wires.png
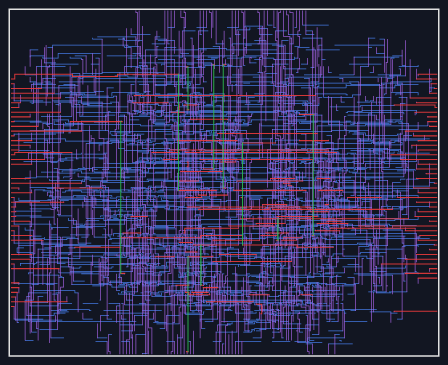
flops_by_reg.png
Other sequential cells in the stronger grey, the rest of the logic in the fainter grey.
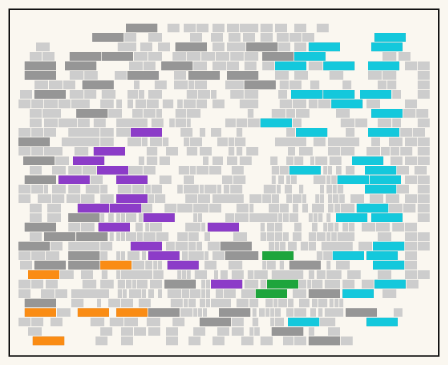
clocks.png
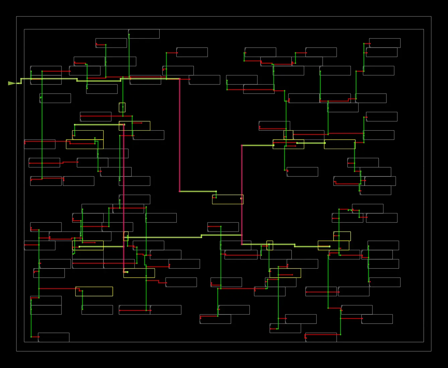
logic_types.png
Bar = 20 um.
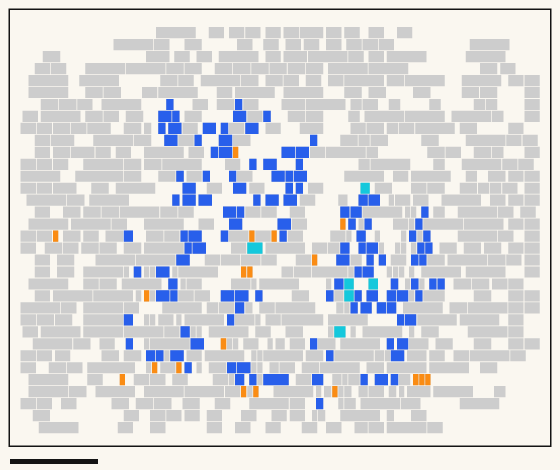
io_placement.png
Pins as bars across the die edge, other pins in grey.
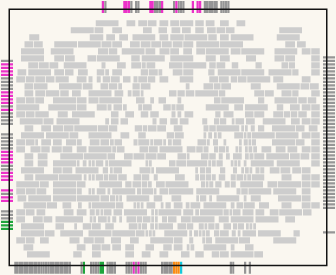
--- src/rtl/lsu_mem_master.sv ---
// Byte-addressed RISC-V load/store unit driving a word-only data memory.
// Sub-word loads are extracted and extended; sub-word stores use read-modify-write.
module lsu_mem_master #(
   parameter int ADDR_W = 6
) (
   input  logic              clk,
   input  logic              rst_n,
   input  logic              req_valid,
   output logic              req_ready,
   input  logic              req_we,
   input  logic [2:0]        req_funct3,
   input  logic [31:0]       req_addr,
   input  logic [31:0]       req_wdata,
   output logic              resp_valid,
   output logic [31:0]       resp_rdata,
   output logic              resp_err,
   output logic [ADDR_W-1:0] mem_addr,
   output logic [31:0]       mem_wdata,
   output logic              mem_write,
   output logic              mem_read,
   input  logic [31:0]       mem_rdata
);

   localparam logic [2:0] F_B  = 3'b000;
   localparam logic [2:0] F_H  = 3'b001;
   localparam logic [2:0] F_W  = 3'b010;
   localparam logic [2:0] F_BU = 3'b100;
   localparam logic [2:0] F_HU = 3'b101;

   typedef enum logic [1:0] {IDLE, READ, WRITE, RESP} state_t;

   state_t      r_state;
   logic        r_we;
   logic [2:0]  r_funct3;
   logic [1:0]  r_lane;
   logic [15:0] r_wdata;

   logic        w_err;
   logic [7:0]  w_byte;
   logic [15:0] w_half;
   logic [31:0] w_load;
   logic [31:0] w_merged;
   logic        w_unused_addr;

   // Address bits above the word index wrap and are intentionally ignored.
   assign w_unused_addr = ^req_addr[31:ADDR_W+2];
   assign req_ready     = (r_state == IDLE);

   always_comb begin
      case (req_funct3)
         F_B:       w_err = 1'b0;
         F_H:       w_err = req_addr[0];
         F_W:       w_err = (req_addr[1:0] != 2'b00);
         F_BU, F_HU: w_err = req_we;
         default:   w_err = 1'b1;
      endcase
   end

   // NOTE: every variable gets a default before the case so no latch is inferred.
   always_comb begin
      w_byte   = mem_rdata[{r_lane, 3'b000} +: 8];
      w_half   = r_lane[1] ? mem_rdata[31:16] : mem_rdata[15:0];
      w_merged = mem_rdata;
      case (r_funct3)
         F_B:     w_load = {{24{w_byte[7]}}, w_byte};
         F_BU:    w_load = {24'h0, w_byte};
         F_H:     w_load = {{16{w_half[15]}}, w_half};
         F_HU:    w_load = {16'h0, w_half};
         default: w_load = mem_rdata;
      endcase
      if (r_funct3 == F_B)
         w_merged[{r_lane, 3'b000} +: 8] = r_wdata[7:0];
      else
         w_merged[{r_lane[1], 4'b0000} +: 16] = r_wdata[15:0];
   end

   always_ff @(posedge clk or negedge rst_n) begin
      if (!rst_n) begin
         r_state    <= IDLE;
         r_we       <= 1'b0;
         r_funct3   <= 3'b000;
         r_lane     <= 2'b00;
         r_wdata    <= 16'h0;
         resp_valid <= 1'b0;
         resp_err   <= 1'b0;
         resp_rdata <= 32'h0;
         mem_read   <= 1'b0;
         mem_write  <= 1'b0;
         mem_addr   <= '0;
         mem_wdata  <= 32'h0;
      end else begin
         // NOTE: non-blocking defaults make strobes and resp_valid single-cycle pulses.
         resp_valid <= 1'b0;
         mem_read   <= 1'b0;
         mem_write  <= 1'b0;
         case (r_state)
            IDLE: begin
               if (req_valid) begin
                  r_we     <= req_we;
                  r_funct3 <= req_funct3;
                  r_lane   <= req_addr[1:0];
                  r_wdata  <= req_wdata[15:0];
                  mem_addr <= req_addr[ADDR_W+1:2];
                  if (w_err) begin
                     r_state    <= RESP;
                     resp_valid <= 1'b1;
                     resp_err   <= 1'b1;
                     resp_rdata <= 32'h0;
                  end else if (req_we && req_funct3 == F_W) begin
                     r_state   <= WRITE;
                     mem_write <= 1'b1;
                     mem_wdata <= req_wdata;
                  end else begin
                     r_state  <= READ;
                     mem_read <= 1'b1;
                  end
               end
            end
            READ: begin
               if (r_we) begin
                  r_state   <= WRITE;
                  mem_write <= 1'b1;
                  mem_wdata <= w_merged;
               end else begin
                  r_state    <= RESP;
                  resp_valid <= 1'b1;
                  resp_err   <= 1'b0;
                  resp_rdata <= w_load;
               end
            end
            WRITE: begin
               r_state    <= RESP;
               resp_valid <= 1'b1;
               resp_err   <= 1'b0;
               resp_rdata <= 32'h0;
            end
            default: r_state <= IDLE;
         endcase
      end
   end

endmodule

--- config.mk ---
export PLATFORM = sky130hd
export DESIGN_NAME = lsu_mem_master
export DESIGN_NICKNAME = d
export VERILOG_FILES = /design/src/rtl/lsu_mem_master.sv
export SDC_FILE = /design/constraint.sdc
export NUM_CORES = 1
export LEC_CHECK = 0
export CORE_ASPECT_RATIO = 0.8
export CORE_MARGIN = 2
export CORE_UTILIZATION = 52
export CTS_CLUSTER_DIAMETER = 50
export DETAILED_ROUTE_END_ITERATION = 8
export PLACE_DENSITY = 0.87
export SETUP_SLACK_MARGIN = 0.5
export SYNTH_ARGS = -nofsm -noshare
export SYNTH_HDL_FRONTEND = slang
export SYNTH_SLANG_ARGS = --single-unit
--- constraint.sdc ---
create_clock -name clk -period 4.6 [get_ports clk]
set_input_delay 0.46 -clock clk [delete_from_list [all_inputs] [get_ports clk]]
set_output_delay 0.46 -clock clk [all_outputs]
set_load 0.1 [all_outputs]
==> out/qor.csv <==
metric;value;unit
status;finished, final reports clean;
yosysTopAreaCell;dfrtp_1;
dpl.cell_count;802;
slowest_stage;nor4bb_1;
yosysSeqAreaShare;41.8;%
grtUsageMet1;40.8;%
dr_wl_met3;1500;um
mi_logic_area;3120;um^2
tns;0;ps
cp-start-kind;register;
cts_hold_buf;0;
synthTopCellsByCount;98 x dfrtp_1, 87 x mux2_2, 47 x nand2_1;
enable_flop_cells;0;
insertedDiodeCount;0;
gp_congestion;0.973;
fin_crit_sh;71.7;%
lay_top_cells;152 x clkdlybuf4s50_1, 97 x dfrtp_1, 87 x mux2_2, 47 x nand2_1, 42 x mux2i_1;
critPathMaxStageDelay;1000;ps
dp_hpwl;12700;um
stdcell_count;818;
routed.top_layer;met4;
synth.most_common_cell;dfrtp_1;
grt_pass1_vias;4947;
fin_ws;1300;ps
yosys.cell_types.count;43;
worstMarginPinSlew;1260;ps
rr_worst_depth;7;
synth_flops;98;
ys_top_cells_by_area;dfrtp_1 42%, mux2_2 17%, mux2i_1 7.2%;
dieHeight;99.0;um
crit_fanout;29;
cp.depth;7;
cts_setup_buffers;0;
preCtsSetupSlack;1360;ps
antenna_found_initial;0;
crit_start;r_lane[1]$_DFFE_PN0P_;
fp_nets;658;
path_buffers;1;
holdWs;97.2;ps
final-clk-cell-share;4.16;%
yosys.area_share.simple;6.40;%
## Picture notes: wires.png
[blue] metal 1 | wire length: 7620 um
[green] metal 4 | wire length: 263 um
[purple] metal 2 | wire length: 7760 um
[red] metal 3 | wire length: 1500 um
GRT Overall Usage: 28.5%
Vias: 4987
wire length per cell: 20.9 um

## Picture notes: flops_by_reg.png
[green] r_funct3 | sequential cells: 3
[purple] r_wdata | sequential cells: 16
[orange] mem_addr | sequential cells: 6 | where: lower left
[cyan] resp_rdata | sequential cells: 32 | where: a vertical strip on the right

## Picture notes: clocks.png
clk_skew: 5.52 ps
registers: 98
clock sinks: 98

## Picture notes: logic_types.png
[blue] inverting AOI/OAI gates | cells: 123
[orange] inverters | cells: 19
[cyan] AND and OR gates | cells: 6

## Picture notes: io_placement.png
[orange] req_funct3 | pins: 3 | direction: input | edge: bottom
[magenta] mem_wdata | pins: 32 | direction: output | edge: 19 left, 11 top, 2 bottom
[green] mem_addr | pins: 6 | direction: output | edge: 3 bottom, 3 left
[cyan] req_valid | pins: 1 | direction: input | edge: bottom

